[src/rtl/riscv_pkg.sv]
// riscv_pkg: shared LSU state encoding and RV32I load/store size codes.
package riscv_pkg;
    typedef enum logic [1:0] {IDLE, REQ, WAIT, DONE} lsu_state_t;
    localparam logic [2:0] LSU_B  = 3'b000;
    localparam logic [2:0] LSU_H  = 3'b001;
    localparam logic [2:0] LSU_W  = 3'b010;
    localparam logic [2:0] LSU_BU = 3'b100;
    localparam logic [2:0] LSU_HU = 3'b101;
endpackage

[src/rtl/lsu_lane_align.sv]
// lsu_lane_align: byte enables, store lane steering, load extraction/extension and legality check.
module lsu_lane_align
    import riscv_pkg::*;
(
    input  logic [2:0]  funct3,
    input  logic        we,
    input  logic [1:0]  off,
    input  logic [31:0] wdata,
    input  logic [31:0] rdata,
    output logic [3:0]  be,
    output logic [31:0] wdata_lane,
    output logic [31:0] rdata_ext,
    output logic        illegal
);
    logic [7:0]  b;
    logic [15:0] h;
    logic        sx;
    logic        bad_f3;

    always_comb begin
        b          = rdata[{off, 3'b000} +: 8];
        h          = off[1] ? rdata[31:16] : rdata[15:0];
        sx         = ~funct3[2];
        rdata_ext  = funct3[1:0] == 2'b00 ? {{24{sx & b[7]}}, b} :
                     funct3[1:0] == 2'b01 ? {{16{sx & h[15]}}, h} : rdata;
        be         = (!we || funct3[1]) ? 4'b1111 : (funct3[0] ? 4'b0011 : 4'b0001) << off;
        wdata_lane = funct3[1:0] == 2'b00 ? {4{wdata[7:0]}} :
                     funct3[1:0] == 2'b01 ? {2{wdata[15:0]}} : wdata;
        bad_f3     = we ? !(funct3 inside {LSU_B, LSU_H, LSU_W})
                        : !(funct3 inside {LSU_B, LSU_H, LSU_W, LSU_BU, LSU_HU});
        illegal    = bad_f3 || (funct3[1:0] == 2'b01 && off[0]) || (funct3[1:0] == 2'b10 && off != 2'b00);
    end
endmodule

[src/rtl/lsu_bus_bridge.sv]
// lsu_bus_bridge: turns core loads/stores into valid/ready bus transactions, stalling until done.
module lsu_bus_bridge
    import riscv_pkg::*;
#(
    parameter int TIMEOUT = 255,
    parameter int ADDR_W  = 32
) (
    input  logic              clk,
    input  logic              rst,
    input  logic              req_valid,
    input  logic              req_we,
    input  logic [2:0]        req_funct3,
    input  logic [ADDR_W-1:0] req_addr,
    input  logic [31:0]       req_wdata,
    output logic              stall,
    output logic [31:0]       load_data,
    output logic              misalign,
    output logic              bus_err,
    output logic              bus_valid,
    input  logic              bus_ready,
    output logic [ADDR_W-1:0] bus_addr,
    output logic              bus_we,
    output logic [3:0]        bus_be,
    output logic [31:0]       bus_wdata,
    input  logic [31:0]       bus_rdata,
    input  logic              bus_rvalid
);
    localparam int CW = $clog2(TIMEOUT + 1);

    lsu_state_t        state, state_nx;
    logic [CW-1:0]     cnt;
    logic [ADDR_W-1:0] addr_q;
    logic              we_q;
    logic [2:0]        f3_q;
    logic [3:0]        be_q;
    logic [31:0]       wdata_q;
    logic              idle, busy, tmo, illegal, start, err_nx;
    logic [3:0]        be_a;
    logic [31:0]       wd_a, rd_a;

    assign idle  = state == IDLE;
    assign busy  = state == REQ || state == WAIT;
    assign tmo   = busy && cnt == CW'(TIMEOUT - 1);
    assign start = idle && req_valid && !illegal;

    // In IDLE the aligner sees the live request; afterwards it decodes the latched one for the read lane.
    lsu_lane_align u_align (
        .funct3    (idle ? req_funct3 : f3_q),
        .we        (idle ? req_we : we_q),
        .off       (idle ? req_addr[1:0] : addr_q[1:0]),
        .wdata     (req_wdata),
        .rdata     (bus_rdata),
        .be        (be_a),
        .wdata_lane(wd_a),
        .rdata_ext (rd_a),
        .illegal   (illegal)
    );

    assign misalign  = idle && req_valid && illegal;
    assign stall     = start || busy;
    assign bus_valid = state == REQ;
    assign bus_addr  = {addr_q[ADDR_W-1:2], 2'b00};
    assign bus_we    = we_q;
    assign bus_be    = be_q;
    assign bus_wdata = wdata_q;

    always_ff @(posedge clk) begin
        if (rst) state <= IDLE;
        else     state <= state_nx;
    end

    always_comb begin
        state_nx = state;
        case (state)
            IDLE:    state_nx = start ? REQ : IDLE;
            REQ:     state_nx = tmo ? DONE : bus_ready ? WAIT : REQ;
            WAIT:    state_nx = (bus_rvalid || tmo) ? DONE : WAIT;
            default: state_nx = IDLE;
        endcase
        err_nx = tmo && !(state == WAIT && bus_rvalid);
    end

    always_ff @(posedge clk) begin
        if (rst) begin
            cnt       <= '0;
            addr_q    <= '0;
            we_q      <= 1'b0;
            f3_q      <= '0;
            be_q      <= '0;
            wdata_q   <= '0;
            load_data <= '0;
            bus_err   <= 1'b0;
        end else begin
            cnt     <= busy ? cnt + 1'b1 : '0;
            bus_err <= err_nx;
            if (start) begin
                addr_q  <= req_addr;
                we_q    <= req_we;
                f3_q    <= req_funct3;
                be_q    <= be_a;
                wdata_q <= wd_a;
            end
            if (state == WAIT && bus_rvalid && !we_q) load_data <= rd_a;
            else if (err_nx && !we_q)                 load_data <= '0;
        end
    end
endmodule

[config.mk]
export PLATFORM = sky130hd
export DESIGN_NAME = lsu_bus_bridge
export DESIGN_NICKNAME = d
export VERILOG_FILES = /design/src/rtl/riscv_pkg.sv /design/src/rtl/lsu_lane_align.sv /design/src/rtl/lsu_bus_bridge.sv
export SDC_FILE = /design/constraint.sdc
export NUM_CORES = 1
export LEC_CHECK = 0
export CAP_MARGIN = 30
export CORE_MARGIN = 2
export CORE_UTILIZATION = 40
export CTS_CLUSTER_DIAMETER = 200
export DETAILED_ROUTE_END_ITERATION = 8
export GPL_ROUTABILITY_DRIVEN = 0
export PLACE_DENSITY_LB_ADDON = 0.3
export RECOVER_POWER = 100
export SLEW_MARGIN = 20
export SYNTH_ARGS = -nofsm -noshare
export SYNTH_HDL_FRONTEND = slang
export SYNTH_SLANG_ARGS = --single-unit
[constraint.sdc]
create_clock -name clk -period 3.4 [get_ports clk]
set_input_delay 0.85 -clock clk [delete_from_list [all_inputs] [get_ports clk]]
set_output_delay 0.85 -clock clk [all_outputs]
set_load 0.02 [all_outputs]
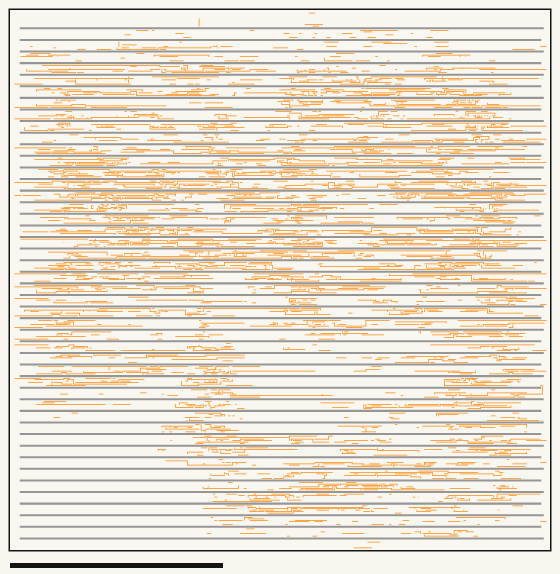
**Above:** run 1 (M1 wires).
Bar = 50 um. Supply wires on this layer in grey.
share of all routed wire: 42%
nets with wire on the layer: 849

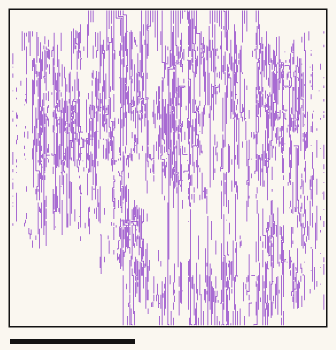
**Above:** run 1 (the metal 2 layer).
Bar = 50 um.
main direction: vertical
longest straight run: 51.0 um
wire length on this layer: 9270 um
share of all routed wire: 47%

==> results.tsv, run 1 <==
metric	value	unit
Peak Freq	302.4	MHz
cts bufs inserted	17	
Vias	6009	
Final Skew	10.33	ps
nets	958	
post-route ant nets	0	
initial antenna violation count	0	
status	finished, final reports clean	
Hold-fix buffers, CTS	0	
gr ovfl total	0	
average size of a mapped cell	8.715	um^2
CP Launch Type	primary input	
biggest area consumer among synthesized cells	dfxtp_1	
vias per cell	5.756	
worst hold stages	1	
Rel. slew slack	0.3748	
peak supply drop	0.3590	mV
core box area	14640	um^2
CP max stage delay	500	ps
CP arrival	2460	ps
cells along the critical path	clkdlybuf4s50_1 -> nor2_1 -> a21oi_1 -> o32ai_4 -> clkbuf_4 -> nor2_1 -> dlygate4sd2_1	
cell total in the yosys stat output	691	
R2R cell count	8	
Overall Global Routing Usage	0.2368	
filler cell count	1215	
Synth Instances	691	
post-synth top area share	0.3823	
fin. max-slew vios	0	
antenna diode count	0	
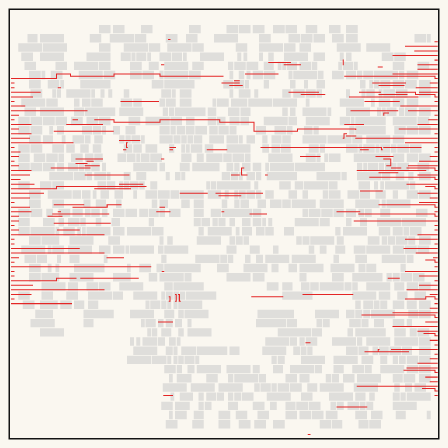
**Above:** run 1 (met3 routing).
Cells faint in the background.
main direction: horizontal
share of all routed wire: 8.4%
wire length on this layer: 1650 um
longest straight run: 41.2 um

run 1: state kept, by name, indices dropped and copies added (netlist names):
| signal | flops |
|---|---|
| addr_q | 32 |
| cnt | 8 |
| bus_be | 4 |
| load_data | 32 |
| bus_err | 1 |
| bus_wdata | 32 |
| state | 2 |
| bus_we | 1 |
| f3_q | 3 |
run 1: cell families after synthesis:
| family | after synthesis | synth area share |
|---|---|---|
| xor gates and xnor gates | 4 | 0.005819 |
| other | 1 | 0.0006227 |
| adders and majority gates | 6 | 0.01247 |
| DFF | 115 | 0.3823 |
| buffers and inverters | 106 | 0.09225 |
| muxes | 23 | 0.04072 |
| and+or+nand+nor | 213 | 0.2042 |
| AOI/OAI and AO/OA | 223 | 0.2616 |
run 1: power by group:
group	internal [uW]	switching, uW
sequential	1470	72.6
clock	1160	684
combinational	551	790
run 1: metal layers:
| metal | track usage | vias to the layer above | wire length [um] |
|---|---|---|---|
| li1 | - | 2851 | - |
| met1 | 0.3056 | 2833 | 8338 |
| met2 | 0.3768 | 297 | 9265 |
| met3 | 0.07465 | 28 | 1654 |
| met4 | 0.08080 | 0 | 387 |
| met5 | 0 | - | 0 |
run 1: final timing paths:
| path | startpoint | to | slack, ps |
|---|---|---|---|
| hold / removal | load_data[30] | load_data[30] | 460 |
| hold reg to reg | load_data[30] | load_data[30] | 460 |
| setup / recovery | req_funct3[2] | misalign | 90 |
| setup reg to reg | state[1] | load_data[26] | 210 |
run 1: synthesized netlist by cell type, types with 2 or more instances:
cell type / number
a21oi_1: 47
nor3_1: 2
buf_4: 33
o2bb2ai_2: 10
or3_1: 4
a22o_1: 2
a211oi_1: 14
ha_1: 6
a211o_1: 6
nand2b_1: 44
o21ai_0: 62
and2_1: 3
xor2_1: 3
mux2_2: 2
or2_2: 7
buf_6: 3
a311oi_1: 18
nand4b_1: 44
nor3b_1: 3
o31ai_1: 8
buf_1: 11
mux2i_1: 20
o21ai_1: 3
or4_1: 6
clkbuf_1: 42
a32o_1: 15
nand3_1: 4
o2bb2ai_1: 6
o211ai_1: 13
nand2_1: 53
buf_2: 9
nand4_1: 2
nor2_1: 36
a222oi_1: 7
inv_1: 8
dfxtp_1: 115
o21bai_1: 2
run 1: per-stage QoR:
stage / power [uW] / utilization / instance area, um^2 / TNS, ps / hold slack (ps)
final: 4728 / 0.5901 / 8642 / 0 / 461.4
after global routing: 4942 / 0.5901 / 8642 / 0 / 471.0
after CTS: 4788 / 0.5906 / 8648 / 0 / 471.5
after detailed placement: 2940 / 0.5484 / 8031 / -2641 / 449.1
after global placement: 2906 / 0.5484 / 8031 / -945.0 / 442.8
after floorplan: 2391 / - / 6026 / 0 / 429.7
run 1: final cells by class:
cell class,count,area [um^2],area share
Clock inverter,15,183.9,0.02128
Clock buffer,17,425.4,0.04923
Tap cell,184,230.2,0.02664
Multi-Input combinational cell,471,3179,0.3679
Timing Repair Buffer,234,2291,0.2651
Inverter,8,30.03,0.003475
Sequential cell,115,2302,0.2664
run 1: worst max-delay path, delay by kind of cell:
| family | cells | cell delay, ps |
|---|---|---|
| compound gates | 2 | 410 |
| simple gates | 2 | 160 |
| buf+inv | 3 | 1030 |
==> run 2: changes to the inputs <==
--- a/config.mk
+++ b/config.mk
@@ -6,8 +6,9 @@
 export NUM_CORES = 1
 export LEC_CHECK = 0
 export CAP_MARGIN = 30
-export CORE_MARGIN = 2
+export CORE_MARGIN = 4
 export CORE_UTILIZATION = 40
+export CTS_BUF_LIST = sky130_fd_sc_hd__clkbuf_16
 export CTS_CLUSTER_DIAMETER = 200
 export DETAILED_ROUTE_END_ITERATION = 8
 export GPL_ROUTABILITY_DRIVEN = 0
==> constraint.sdc (replaced) <==
create_clock -name clk -period 3.4 [get_ports clk]
set_input_delay 0.68 -clock clk [delete_from_list [all_inputs] [get_ports clk]]
set_output_delay 0.68 -clock clk [all_outputs]
set_load 0.02 [all_outputs]
==> run 2 against run 1 <==
Compared with the run above: maximum frequency up 3.2%; synthesized cell count did not move; highest routed layer unchanged; critical path type is now flop to flop; worst hold slack worse by 3.8 ps; largest cell class unchanged; critical endpoint is now load_data[5].
==> results.tsv, run 2 <==
metric	value	unit	change
initial antenna violation count	0		unchanged
CP arrival	3510	ps	+1050 ps
core box area	14640	um^2	unchanged
Finished Layout Cells	1038		
nets	952		-0.63%
cts bufs inserted	17		unchanged
post-synth top area share	0.3823		unchanged
status	finished, final reports clean		
Final Skew	11.51	ps	+1.183 ps
placed cell areas	7999	um^2	-0.41%
final instance area	8551	um^2	-1.1%
most frequent cells after synthesis	dfxtp_1, o21ai_0, nand2_1, a21oi_1		
grt met3 use	0.06545		-0.009205
antenna diode count	0		unchanged
comb. cell area	3176	um^2	-0.12%
gr ovfl total	0		unchanged
fin. max-slew vios	0		unchanged
Rel. slew slack	0.2947		-0.08014
Most Crowded Layer GR	met2		
biggest area consumer among synthesized cells	dfxtp_1		
Peak Freq	312.1	MHz	+3.2%
Overall Power	4573	uW	-3.3%
most numerous cell in the Yosys netlist	dfxtp_1		
fin worst setup slack	196.2	ps	
CP Launch Type	flop		
average size of a mapped cell	8.715	um^2	unchanged
peak supply drop	0.3983	mV	+11%
Flop area	2302	um^2	unchanged
[run 2: cell count changes in the layout (fill, tap and decap cells not counted), moves of 2 or more]
| cell | before | now |
|---|---|---|
| clkbuf_2 | 2 | 0 |
| clkinv_4 | 5 | 3 |
| buf_4 | 20 | 16 |
| clkinv_2 | 2 | 5 |
[run 2: per-stage QoR]
stage | utilization | setup TNS (ps) | hold WS [ps]
after global placement | 0.5462 | 0 | 441.5
final | 0.5839 | 0 | 457.5
after CTS | 0.5859 | 0 | 466.7
after global routing | 0.5839 | 0 | 488.4
after floorplan | - | 0 | 429.7
after detailed placement | 0.5462 | -162.6 | 446.5
[run 2: cell families after synthesis]
logic type,share of synthesized area
buf+inv,0.09225
fa+ha+maj,0.01247
other cells,0.0006227
compound gates,0.2616
mux,0.04072
flops,0.3823
xor+xnor,0.005819
simple gates,0.2042
[run 2: repair_timing]
action,4_1_cts,5_1_grt
endpoints found under the setup margin,2,1
gates resized,3,1
buffers inserted,0,0
endpoints found under the hold margin,0,0
[run 2: final timing paths]
kind | start | end | slack [ps] | depth (start not counted)
min reg2reg | load_data[16] | load_data[16] | 460 | 1
max reg2reg | state[1] | load_data[5] | 200 | 9
min | load_data[16] | load_data[16] | 460 | 1
max | state[1] | load_data[5] | 200 | 9
[run 2: layer usage]
layer	routed length, um	part of all wire
met5	0	0
met4	391	0.020
met3	1831	0.094
met2	9146	0.47
met1	8168	0.42
[run 2: critical path, cell delays in order, from the launching register on]
cell	delay [ps]
dfxtp_1	330
inv_1	140
ha_4	230
buf_4	210
buf_4	350
or3b_1	400
and2_1	290
clkbuf_4	340
or4_1	520
a32o_1	270
[run 2: where the power goes]
group          internal [uW]  switching [uW]  total, uW
Clock                   1070             643       1710
Sequential              1470            72.6       1540
Combinational            539             778       1320
Total                   3080            1490       4570
[run 2: area by class of cell]
class,instances,area share
Multi-Input combinational cell,471,0.3714
Tap cell,184,0.02692
Sequential cell,115,0.2692
Clock inverter,15,0.01668
Inverter,8,0.003512
Clock buffer,17,0.04975
Timing Repair Buffer,228,0.2625
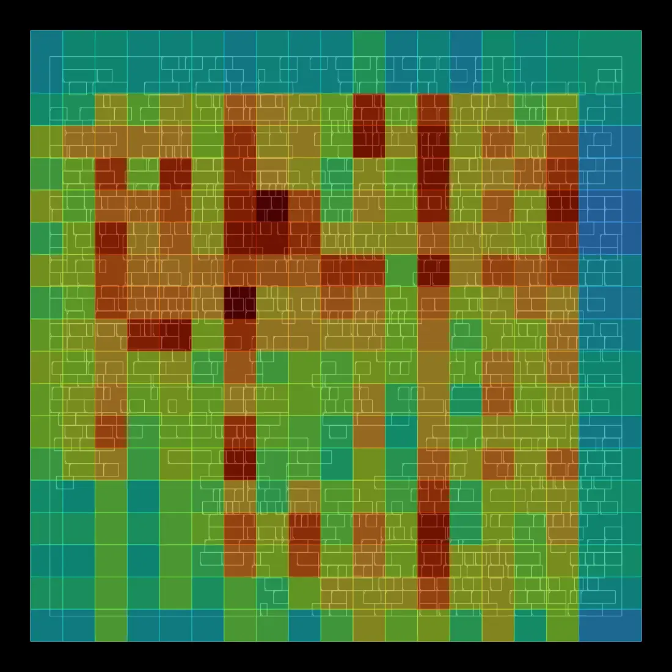
**Above:** run 2 (routing congestion map).
routing usage on met2: 0.3573
final core utilization: 0.5839
GR Layer Usage met1: 0.2874
Overall Global Routing Usage: 0.2245

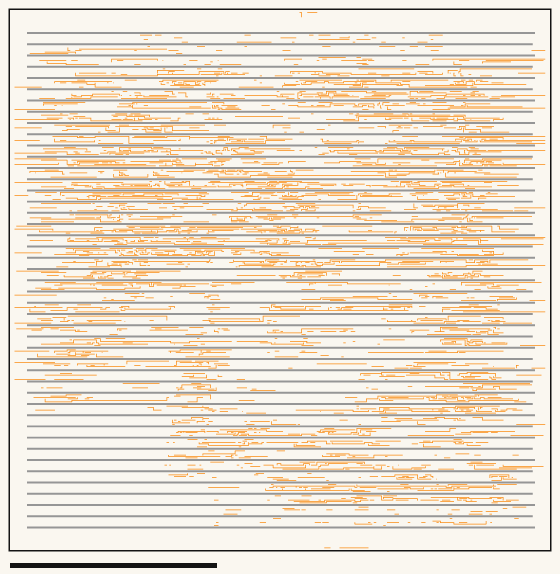
**Above:** run 2 (M1 wires).
Bar = 50 um. Supply wires on this layer in grey.
final WL: 19540 um
Vias: 6018

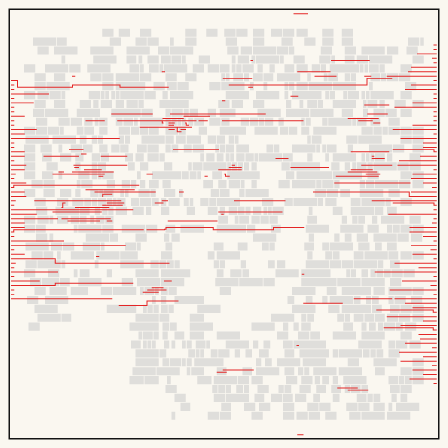
**Above:** run 2 (met3 routing).
Cells faint in the background.
longest straight run: 42.1 um
share of all routed wire: 9.4%
wire length on this layer: 1830 um
main direction: horizontal
nets with wire on the layer: 180

==> run 3: changes to the inputs <==
--- a/config.mk
+++ b/config.mk
@@ -14,7 +14,7 @@
 export GPL_ROUTABILITY_DRIVEN = 0
 export PLACE_DENSITY_LB_ADDON = 0.3
 export RECOVER_POWER = 100
-export SLEW_MARGIN = 20
+export SLEW_MARGIN = 10
 export SYNTH_ARGS = -nofsm -noshare
 export SYNTH_HDL_FRONTEND = slang
 export SYNTH_SLANG_ARGS = --single-unit
==> run 3 against run 2 <==
Compared with the run above: the flow now finishes with violations (capacitance limit, slew limit); cell count did not move; clock skew shrank 2.2 ps; maximum frequency is 0.43% lower.
==> results.tsv, run 3 <==
metric	value	unit	change
status	complete, but fails checks		
failing checks	capacitance limit, slew limit		
Top Family by Delay on Critical Path	simple AND/OR/NAND/NOR gates		
CP bufs+invs	4		unchanged
final core utilization	0.5824		-0.001538
Final Skew	9.282	ps	-2.229 ps
average size of a mapped cell	8.715	um^2	unchanged
Vias	5979		-0.65%
# Max-Cap Violations	1		
Rel. slew slack	-0.1734		-0.4681
CP max stage delay	530	ps	about the same
initial antenna violation count	0		unchanged
Overall Power	4570	uW	about the same
cts bufs inserted	17		unchanged
most numerous cell in the Yosys netlist	dfxtp_1		
slowest stage cell, crit path	or4_1		
cells along the critical path	inv_1 -> ha_4 -> buf_4 -> buf_4 -> or3b_1 -> and2_1 -> clkbuf_4 -> or4_1 -> a32o_1		
crit-path most repeated cell	buf_4		
final WL	19520	um	-0.11%
fin worst setup slack	182.2	ps	-13.93 ps
biggest area consumer among synthesized cells	dfxtp_1		
core box area	14640	um^2	unchanged
fin. max-slew vios	116		+116
post-synth top area share	0.3823		unchanged
peak supply drop	0.4000	mV	+0.42%
## run 3: routing by layer
layer,track usage,wire length (um),vias up
li1,-,-,2836
met1,0.2874,8294,2839
met2,0.3573,9132,272
met3,0.06545,1716,32
met4,0.08893,373,0
met5,0,0,-
## run 3: through the flow
stage               hold slack [ps]  cell area [um^2]  cells
floorplan                     429.7              6026    692
detailed placement            446.5              7999   1005
CTS                           466.7              8579   1037
finish                        457.8              8528   1038
global placement              441.5              7999   1005
global route                  488.4              8528   1038
## run 3: report_power, final
part	internal (uW)	leakage [uW]	switching [uW]
Combinational	537	0.00214	776
Sequential	1470	0.000936	73.5
Clock	1070	0.000281	643
Total	3080	0.00336	1490
## run 3: cell families after synthesis
kind of cell | Yosys count | share of synthesized area
other | 1 | 0.0006227
flip-flops | 115 | 0.3823
adder cells (fa/ha/maj) | 6 | 0.01247
XOR/XNOR | 4 | 0.005819
buffers and inverters | 106 | 0.09225
AND-OR/OR-AND | 223 | 0.2616
multiplexers | 23 | 0.04072
AND/OR/NAND/NOR | 213 | 0.2042
## run 3: layout make-up
| class | instances | area, um^2 | area share |
|---|---|---|---|
| multi-input cells | 471 | 3176 | 0.3724 |
| clock inverters | 15 | 142.6 | 0.01673 |
| repair buffers | 228 | 2222 | 0.2606 |
| clock buffers | 17 | 425.4 | 0.04988 |
| inverters | 8 | 30.03 | 0.003521 |
| well taps | 184 | 230.2 | 0.02700 |
| flip-flops and latches | 115 | 2302 | 0.2700 |
## run 3: timing repair
action	4_1_cts	5_1_grt
resized	3	1
endpoints found under the setup margin	2	1
cloned	0	0
hold buffers	0	0
buffers inserted	0	0
## run 3: worst register-to-register path, cell delays in order, from the launching register on
cell and delay, ps:
dfxtp_1 330, inv_1 140, ha_4 230, buf_4 210, buf_4 350, or3b_1 400, and2_1 290, clkbuf_4 340
or4_1 540, a32o_1 270
## run 3: final timing paths
path            startpoint             to  slack [ps]  depth (start not counted)
min          load_data[16]  load_data[16]         460                          1
max reg2reg       state[1]   load_data[5]         180                          9
min reg2reg  load_data[16]  load_data[16]         460                          1
max               state[1]   load_data[5]         180                          9
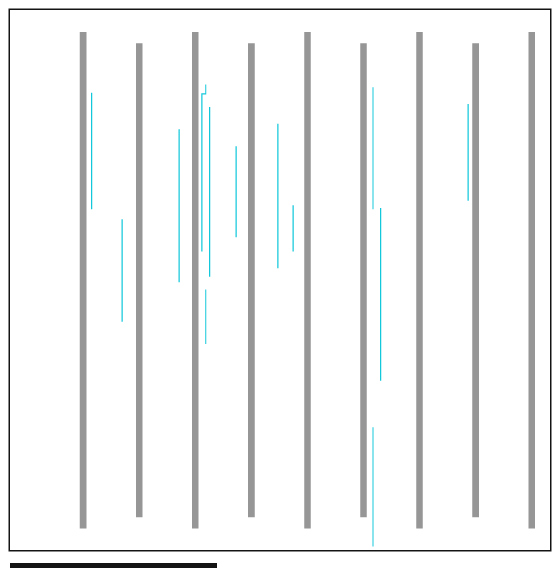
**Above:** run 3 (metal 4).
Bar = 50 um. Supply wires on this layer in grey.
longest straight run: 41.5 um
nets with wire on the layer: 10
main direction: vertical
share of all routed wire: 1.9%
wire length on this layer: 374 um

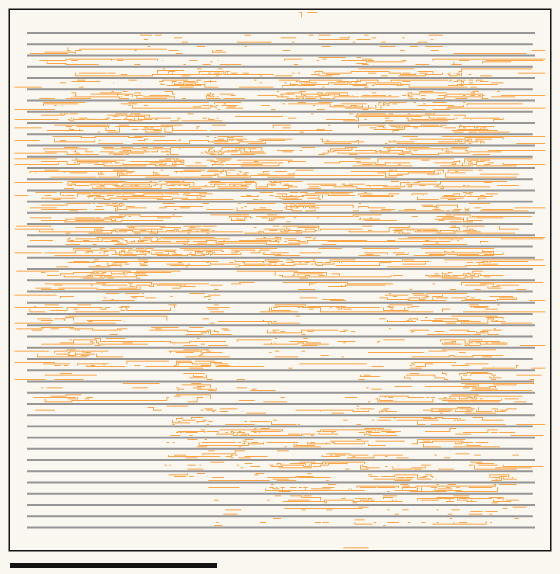
**Above:** run 3 (M1 wires).
Bar = 50 um. Supply wires on this layer in grey.
main direction: horizontal
wire length on this layer: 8290 um
nets with wire on the layer: 838
longest straight run: 35.4 um

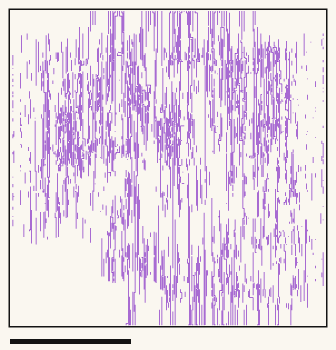
**Above:** run 3 (the metal 2 layer).
Bar = 50 um.
longest straight run: 49.0 um
share of all routed wire: 47%
wire length on this layer: 9130 um
nets with wire on the layer: 822

No activity file was given, so power comes from the tool's default toggle rates.
